### Floorplan with the power grid

Scale bar: 20 um. Pins as bars on the die edge. Tap cells in gray.
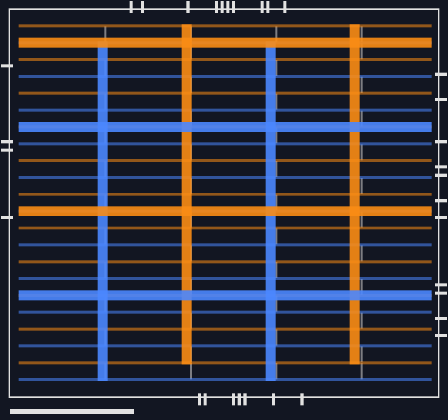
### Cell classes on the final placement

Scale bar: 20 um.
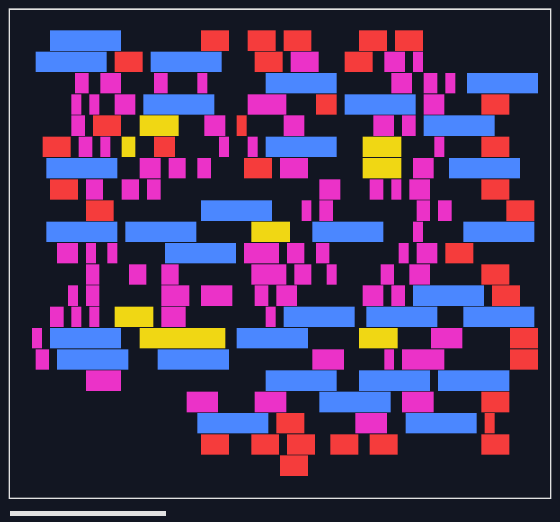
### Clock distribution

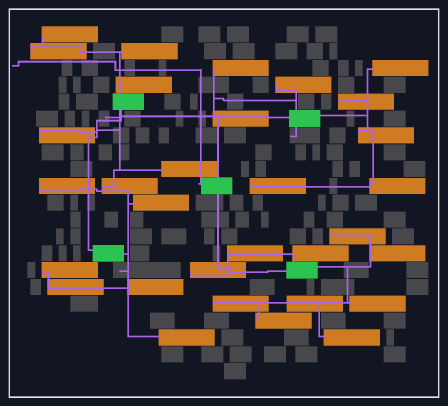
$ cat src/rtl/serial_adder_pkg.sv
// Shared types and constants for the bit-serial adder.
package serial_adder_pkg;

    localparam int DEFAULT_WIDTH = 8;

    typedef enum logic [1:0] {
        IDLE  = 2'd0,
        SHIFT = 2'd1,
        DONE  = 2'd2
    } state_t;

endpackage

$ cat src/rtl/serial_adder_cell.sv
// One-bit full adder for the serial datapath, built from two half-adder cells and an OR.
module serial_half_add (
    input  logic a,
    input  logic b,
    output logic s,
    output logic c
);
    assign s = a ^ b;
    assign c = a & b;
endmodule

module serial_add_cell (
    input  logic a,
    input  logic b,
    input  logic cin,
    output logic s,
    output logic co
);
    logic s0;
    logic c0;
    logic c1;

    serial_half_add u_ha0 (.a(a),  .b(b),   .s(s0), .c(c0));
    serial_half_add u_ha1 (.a(s0), .b(cin), .s(s),  .c(c1));

    assign co = c0 | c1;
endmodule

$ cat src/rtl/serial_adder.sv
// Bit-serial adder: one sum bit per cycle, valid/ready on both sides.
// Optional signed-overflow output is enabled by defining SERIAL_ADDER_OVF_EN.
//
// state | meaning
// IDLE  | in_ready high, waiting for an operand handshake
// SHIFT | one bit of a+b+carry per cycle, LSB first
// DONE  | out_valid high, result held until out_ready
module serial_adder
    import serial_adder_pkg::*;
#(
    parameter int WIDTH = DEFAULT_WIDTH
) (
    input  logic             clk,
    input  logic             rst_n,
    input  logic             in_valid,
    output logic             in_ready,
    input  logic [WIDTH-1:0] a,
    input  logic [WIDTH-1:0] b,
    input  logic             cin,
    output logic             out_valid,
    input  logic             out_ready,
    output logic [WIDTH-1:0] sum,
    output logic             cout
`ifdef SERIAL_ADDER_OVF_EN
    ,
    output logic             ovf
`endif
);

    localparam int CNT_W = $clog2(WIDTH + 1);
    localparam logic [CNT_W-1:0] LAST_BIT = CNT_W'(WIDTH - 1);

    state_t           state_q, state_d;
    logic [WIDTH-1:0] a_sh_q, a_sh_d;
    logic [WIDTH-1:0] b_sh_q, b_sh_d;
    logic [WIDTH-1:0] res_q, res_d;
    logic             carry_q, carry_d;
    logic [CNT_W-1:0] cnt_q, cnt_d;
    logic             s_bit;
    logic             co_bit;

    serial_add_cell u_cell (
        .a   (a_sh_q[0]),
        .b   (b_sh_q[0]),
        .cin (carry_q),
        .s   (s_bit),
        .co  (co_bit)
    );

    always_comb begin
        state_d = state_q;
        a_sh_d  = a_sh_q;
        b_sh_d  = b_sh_q;
        res_d   = res_q;
        carry_d = carry_q;
        cnt_d   = cnt_q;
        case (state_q)
            IDLE: begin
                if (in_valid) begin
                    a_sh_d  = a;
                    b_sh_d  = b;
                    carry_d = cin;
                    cnt_d   = '0;
                    state_d = SHIFT;
                end
            end
            SHIFT: begin
                a_sh_d  = a_sh_q >> 1;
                b_sh_d  = b_sh_q >> 1;
                res_d   = {s_bit, res_q[WIDTH-1:1]};
                carry_d = co_bit;
                cnt_d   = cnt_q + CNT_W'(1);
                if (cnt_q == LAST_BIT) begin
                    state_d = DONE;
                end
            end
            DONE: begin
                if (out_ready) begin
                    state_d = IDLE;
                end
            end
            default: state_d = IDLE;
        endcase
    end

    always_ff @(posedge clk or negedge rst_n) begin
        if (!rst_n) begin
            state_q <= IDLE;
            a_sh_q  <= '0;
            b_sh_q  <= '0;
            res_q   <= '0;
            carry_q <= 1'b0;
            cnt_q   <= '0;
        end else begin
            state_q <= state_d;
            a_sh_q  <= a_sh_d;
            b_sh_q  <= b_sh_d;
            res_q   <= res_d;
            carry_q <= carry_d;
            cnt_q   <= cnt_d;
        end
    end

    assign in_ready  = (state_q == IDLE);
    assign out_valid = (state_q == DONE);
    assign sum       = res_q;
    assign cout      = carry_q;

`ifdef SERIAL_ADDER_OVF_EN
    logic ovf_q, ovf_d;

    // Carry into the MSB is the carry register during the final shift cycle.
    always_comb begin
        ovf_d = ovf_q;
        if (state_q == SHIFT && cnt_q == LAST_BIT) begin
            ovf_d = carry_q ^ co_bit;
        end
    end

    always_ff @(posedge clk or negedge rst_n) begin
        if (!rst_n) begin
            ovf_q <= 1'b0;
        end else begin
            ovf_q <= ovf_d;
        end
    end

    assign ovf = ovf_q;
`endif

endmodule
$ cat config.mk
export PLATFORM = sky130hd
export DESIGN_NAME = serial_adder
export DESIGN_NICKNAME = d
export VERILOG_FILES = /design/src/rtl/serial_adder_pkg.sv /design/src/rtl/serial_adder_cell.sv /design/src/rtl/serial_adder.sv
export SDC_FILE = /design/constraint.sdc
export NUM_CORES = 1
export LEC_CHECK = 0
export CAP_MARGIN = 15
export CELL_PAD_IN_SITES_DETAIL_PLACEMENT = 1
export CELL_PAD_IN_SITES_GLOBAL_PLACEMENT = 1
export CORE_ASPECT_RATIO = 0.9
export CORE_MARGIN = 1
export CORE_UTILIZATION = 35
export DETAILED_ROUTE_END_ITERATION = 10
export GPL_ROUTABILITY_DRIVEN = 0
export PLACE_DENSITY_LB_ADDON = 0.1
export RECOVER_POWER = 100
export SYNTH_ARGS = -nofsm -noshare
export SYNTH_HDL_FRONTEND = slang
export SYNTH_HIERARCHICAL = 1
export SYNTH_SLANG_ARGS = --single-unit
$ cat constraint.sdc
create_clock -name clk -period 2.5 [get_ports clk]
set_input_delay 0.25 -clock clk [delete_from_list [all_inputs] [get_ports clk]]
set_output_delay 0.25 -clock clk [all_outputs]
set_load 0.02 [all_outputs]
==> out/highlights.md <==
Worst setup path
- Critical Path RT: 2250 ps
- Worst Path Arrival: 1840 ps

Worst hold path
- Hold Path Class: register to register
- number of cells on the worst hold path: 2

Outcome
- run status: finished, violations left
- violated checks: capacitance limit, slew limit

Synth
- Top logic family: AND-OR/OR-AND gates
- fraction of the yosys area taken by sequential cells: 54.7%
- Async SR Flop Fraction: 100%
- leading post-synthesis cells by cell area: dfrtp_1 (55%), mux2_4 (8.5%), a22oi_1 (7.9%)
- number of enable-type register cells in the synthesized netlist: 0
- multiplexer share of the synthesized area: 9.17%

Cells and area
- post-route cell area: 0.00182 mm2
- number of cells in the finished layout apart from fillers: 202
- utilization of the core after routing: 47.8%
- comb_multi_in: 80

Global routing
- GRT overflow: 0
- met1 usage: 23.2%

Die
- count of inserted tapcells: 46
- placeable core region: 0.00381 mm2

Clock tree
- number of CTS-inserted buffers: 5

Power and ir drop
- sequential logic power: 0.000845 W
- Design Power: 0.00206 W
- internal power: 0.00136 W

Run
- max-cap violation count: 1

STA
- final tally of max-slew violations: 32
- RSZ-0062 raised after global routing: false

Routing
- routed wire length: 3.16 mm

About 'Floorplan with the power grid':
[blue] VSS
[orange] VDD
tap cells: 46
met1 rails: 22
met5 straps: 4

About 'Cell classes on the final placement':
[blue] registers | cells: 31 | share of their area: 44%
[red] remaining buffers and delay cells | cells: 35 | share of their area: 19%
[magenta] remaining logic cells | cells: 82 | share of their area: 30%
[yellow] clock drivers and dummy loads | cells: 8 | share of their area: 6.7%

About 'Clock distribution':
[green] clock-net drivers | count: 5
[purple] clock wires | length: 458 um
[orange] flip-flops | count: 31
routed clock nets: 6

Power and IR drop assume default switching activity.
